<file path="src/rtl/ahb_rd_arbiter.sv">
// Two-requester read arbiter onto a single AHB-lite master port.
// One outstanding transfer; round-robin or fixed-priority selection by PRIO_MODE.
module ahb_rd_arbiter #(
  parameter int unsigned PRIO_MODE = 0
) (
  input  logic        clk,
  input  logic        rst_n,
  input  logic        r0_req,
  input  logic [31:0] r0_addr,
  output logic        r0_gnt,
  output logic [31:0] r0_rdata,
  output logic        r0_rvld,
  output logic        r0_err,
  input  logic        r1_req,
  input  logic [31:0] r1_addr,
  output logic        r1_gnt,
  output logic [31:0] r1_rdata,
  output logic        r1_rvld,
  output logic        r1_err,
  output logic [31:0] HADDR,
  output logic [1:0]  HTRANS,
  output logic [2:0]  HSIZE,
  input  logic        HREADY,
  input  logic [31:0] HRDATA,
  input  logic        HRESP
);

  localparam int unsigned AW = 32;
  localparam int unsigned DW = 32;

  localparam logic [1:0] S_IDLE = 2'd0;
  localparam logic [1:0] S_ADDR = 2'd1;
  localparam logic [1:0] S_DATA = 2'd2;

  localparam logic [1:0]    HTRANS_IDLE   = 2'b00;
  localparam logic [1:0]    HTRANS_NONSEQ = 2'b10;
  localparam logic [2:0]    HSIZE_WORD    = 3'b010;
  localparam logic [AW-1:0] ADDR_MASK     = 32'hFFFF_FFFC;

  logic [1:0]    r_state;
  logic [AW-1:0] r_haddr;
  logic [1:0]    r_htrans;
  logic          r_owner;
  logic          r_last;
  logic [1:0]    r_gnt;
  logic [1:0]    r_rvld;
  logic [1:0]    r_err;
  logic [DW-1:0] r_rdata0;
  logic [DW-1:0] r_rdata1;

  logic [1:0]    w_state_nxt;
  logic [AW-1:0] w_haddr_nxt;
  logic [1:0]    w_htrans_nxt;
  logic          w_owner_nxt;
  logic          w_last_nxt;
  logic [1:0]    w_gnt_nxt;
  logic [1:0]    w_rvld_nxt;
  logic [1:0]    w_err_nxt;
  logic [DW-1:0] w_rdata0_nxt;
  logic [DW-1:0] w_rdata1_nxt;
  logic          w_win;
  logic [DW-1:0] w_cpl_data;

  // Winner selection: 0 = r0, 1 = r1; ties alternate away from the last grant
  always_comb begin
    w_win = 1'b0;
    if (PRIO_MODE != 0) begin
      w_win = ~r0_req;
    end else if (r0_req && r1_req) begin
      w_win = ~r_last;
    end else begin
      w_win = ~r0_req;
    end
  end

  assign w_cpl_data = HRESP ? '0 : HRDATA;

  always_comb begin
    w_state_nxt  = r_state;
    w_haddr_nxt  = r_haddr;
    w_htrans_nxt = HTRANS_IDLE;
    w_owner_nxt  = r_owner;
    w_last_nxt   = r_last;
    w_gnt_nxt    = '0;
    w_rvld_nxt   = '0;
    w_err_nxt    = r_err;
    w_rdata0_nxt = r_rdata0;
    w_rdata1_nxt = r_rdata1;
    case (r_state)
      S_IDLE: begin
        if (r0_req || r1_req) begin
          w_state_nxt  = S_ADDR;
          w_haddr_nxt  = (w_win ? r1_addr : r0_addr) & ADDR_MASK;
          w_htrans_nxt = HTRANS_NONSEQ;
          w_owner_nxt  = w_win;
          w_last_nxt   = w_win;
          w_gnt_nxt    = w_win ? 2'b10 : 2'b01;
        end
      end
      S_ADDR: begin
        if (HREADY) begin
          w_state_nxt = S_DATA;
        end else begin
          w_htrans_nxt = HTRANS_NONSEQ;
        end
      end
      S_DATA: begin
        // Completion goes only to the owner; the other requester keeps its results
        if (HREADY) begin
          w_state_nxt = S_IDLE;
          if (r_owner) begin
            w_rvld_nxt   = 2'b10;
            w_err_nxt[1] = HRESP;
            w_rdata1_nxt = w_cpl_data;
          end else begin
            w_rvld_nxt   = 2'b01;
            w_err_nxt[0] = HRESP;
            w_rdata0_nxt = w_cpl_data;
          end
        end
      end
      default: begin
        w_state_nxt = S_IDLE;
      end
    endcase
  end

  always_ff @(posedge clk or negedge rst_n) begin
    if (!rst_n) begin
      r_state  <= S_IDLE;
      r_haddr  <= '0;
      r_htrans <= HTRANS_IDLE;
      r_owner  <= 1'b0;
      r_last   <= 1'b1;
      r_gnt    <= '0;
      r_rvld   <= '0;
      r_err    <= '0;
      r_rdata0 <= '0;
      r_rdata1 <= '0;
    end else begin
      r_state  <= w_state_nxt;
      r_haddr  <= w_haddr_nxt;
      r_htrans <= w_htrans_nxt;
      r_owner  <= w_owner_nxt;
      r_last   <= w_last_nxt;
      r_gnt    <= w_gnt_nxt;
      r_rvld   <= w_rvld_nxt;
      r_err    <= w_err_nxt;
      r_rdata0 <= w_rdata0_nxt;
      r_rdata1 <= w_rdata1_nxt;
    end
  end

  assign HADDR    = r_haddr;
  assign HTRANS   = r_htrans;
  assign HSIZE    = HSIZE_WORD;
  assign r0_gnt   = r_gnt[0];
  assign r1_gnt   = r_gnt[1];
  assign r0_rvld  = r_rvld[0];
  assign r1_rvld  = r_rvld[1];
  assign r0_err   = r_err[0];
  assign r1_err   = r_err[1];
  assign r0_rdata = r_rdata0;
  assign r1_rdata = r_rdata1;

endmodule

</file>
<file path="config.mk">
export PLATFORM = sky130hd
export DESIGN_NAME = ahb_rd_arbiter
export DESIGN_NICKNAME = d
export VERILOG_FILES = /design/src/rtl/ahb_rd_arbiter.sv
export SDC_FILE = /design/constraint.sdc
export NUM_CORES = 1
export LEC_CHECK = 0
export ABC_CLOCK_PERIOD_IN_PS = 3100
export CAP_MARGIN = 15
export CORE_MARGIN = 2
export CORE_UTILIZATION = 44
export DETAILED_ROUTE_END_ITERATION = 8
export PLACE_DENSITY = 0.9
export REMOVE_ABC_BUFFERS = 1
export SYNTH_ARGS = -nofsm -noshare
export SYNTH_HDL_FRONTEND = slang
export SYNTH_SLANG_ARGS = --single-unit
</file>
<file path="constraint.sdc">
create_clock -name clk -period 3.1 [get_ports clk]
set_clock_uncertainty 0.05 [all_clocks]
set_input_delay 0.62 -clock clk [delete_from_list [all_inputs] [get_ports clk]]
set_output_delay 0.62 -clock clk [all_outputs]
set_load 0.02 [all_outputs]
</file>
==> impl_metrics.csv <==
group,metric,value,unit
run_status,run_status,"completed",
place,dpl.hpwl,9.16,mm
finish,nonClkBufAreaFrac,31.7,%
finish,biggestCellCategory,"registers",
global_route,overflow,0,
logic_synthesis,avgSynthCellArea,9.72,um^2
routing,wire_per_inst,16.1,um
sta,whs,213,ps
sta,setup_tns,0,ps
global_route,grt_max_degree,59,
finish,n_antenna_cell,0,
clock_tree,clockBufferDepth,2,
finish,sh_seq_area,39.2,%
die,design.die.area,10900,um^2
die,taps,133,
run,max_cap_viol_count,0,
logic_synthesis,synth.logic.top_family,"AND-OR/OR-AND gates",
clock_tree,cts_resized,0,
clock_tree,cts_tree,"yes",
worst_setup_path,startpoint_type,"input pin",
clock_tree,path_clk_slew,100,ps
sta,max_slew.worst_pin.slew,784,ps
routing,vias,4113,
place,dp_cells,762,
logic_synthesis,syn_area,4440,um^2
die,ios,209,
clock_tree,cts_root_buf,"clkbuf_8",
routing,avgViaCountPerCell,5.29,
how the worst max path moves through the flow:
stage          slack, ps  depth (start not counted)   start      endpoint
6_report             880                          4  HREADY  r0_rdata[24]
2_1_floorplan        390                          2  HREADY      r_err[0]
5_1_grt              660                          4  HREADY  r0_rdata[21]
3_3_place_gp         520                          5  HREADY   r0_rdata[4]
3_5_place_dp         420                          4  HREADY   r0_rdata[0]
4_1_cts              810                          4  HREADY  r0_rdata[24]
power by group:
group	switching, mW	total (mW)	internal [mW]
combinational	1.67	3.10	1.43
clock	0.460	0.833	0.373
sequential	0.344	2.31	1.97
total	2.48	6.25	3.77
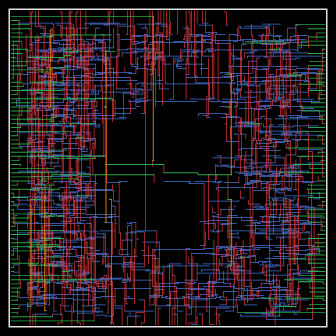
(images/layers.png)
legend:
  blue:
    layer: M1
    wire_length: 4860 um
  orange:
    layer: M4
    wire_length: 311 um
  green:
    layer: M3
    wire_length: 1320 um
  red:
    layer: M2
    wire_length: 6030 um

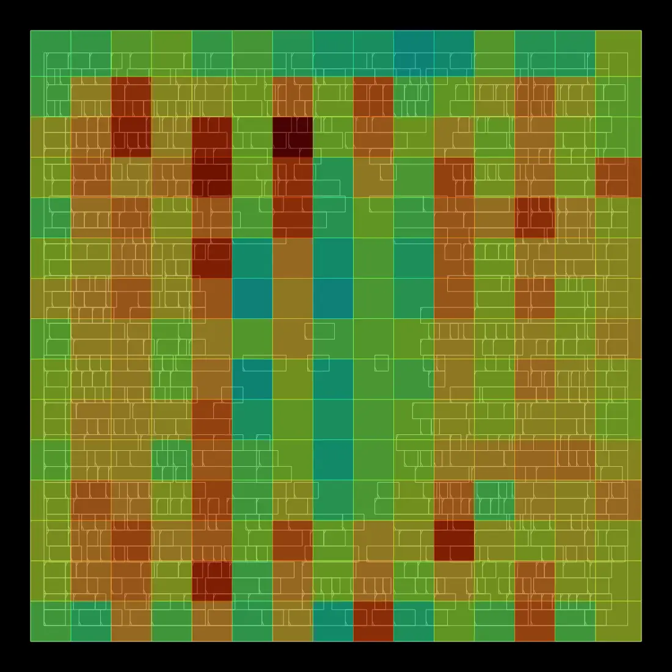
(images/congestion_map.png)
met1 usage: 28.0%
met2 global-route usage: 39.4%
fin util: 68.6%

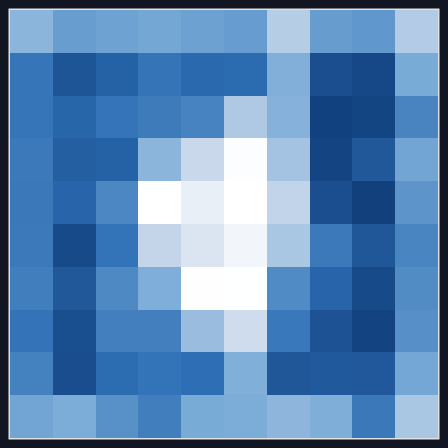
(images/util_map.png)
The die is cut into 10 by 10 equal tiles; white is low, dark blue is high, 0 to 100% covered.
emptiest ninth of the die: middle
fullest tile: 94%
nearly empty tiles: 5.0%
tiles over 75% full: 29%
mean over tiles: 60%
fp_density: 45.4%
CORE AREA: 9770 um^2

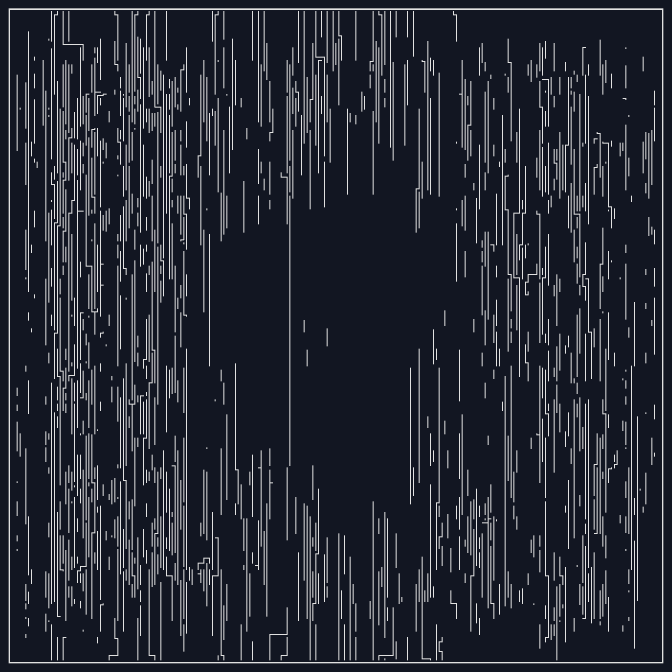
(images/m2.png)
main direction: vertical
longest straight run: 43.2 um
wire length on this layer: 6030 um
nets with wire on the layer: 637
share of all routed wire: 48%

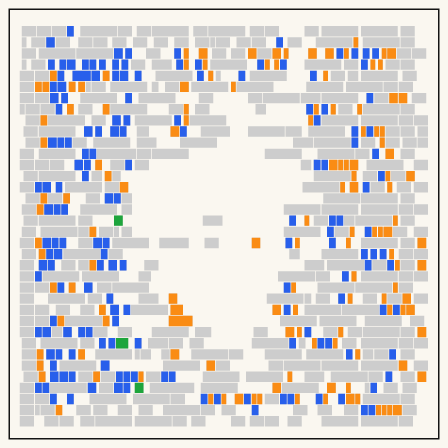
(images/gates.png)
legend:
  green:
    family: and/or cells
    cells: 3
  blue:
    family: aoi and oai cells
    cells: 160
    where: widely spread
  orange:
    family: nand cells
    cells: 132
    where: widely spread

Power figures rest on the tool's default switching activity, not on a simulated workload.
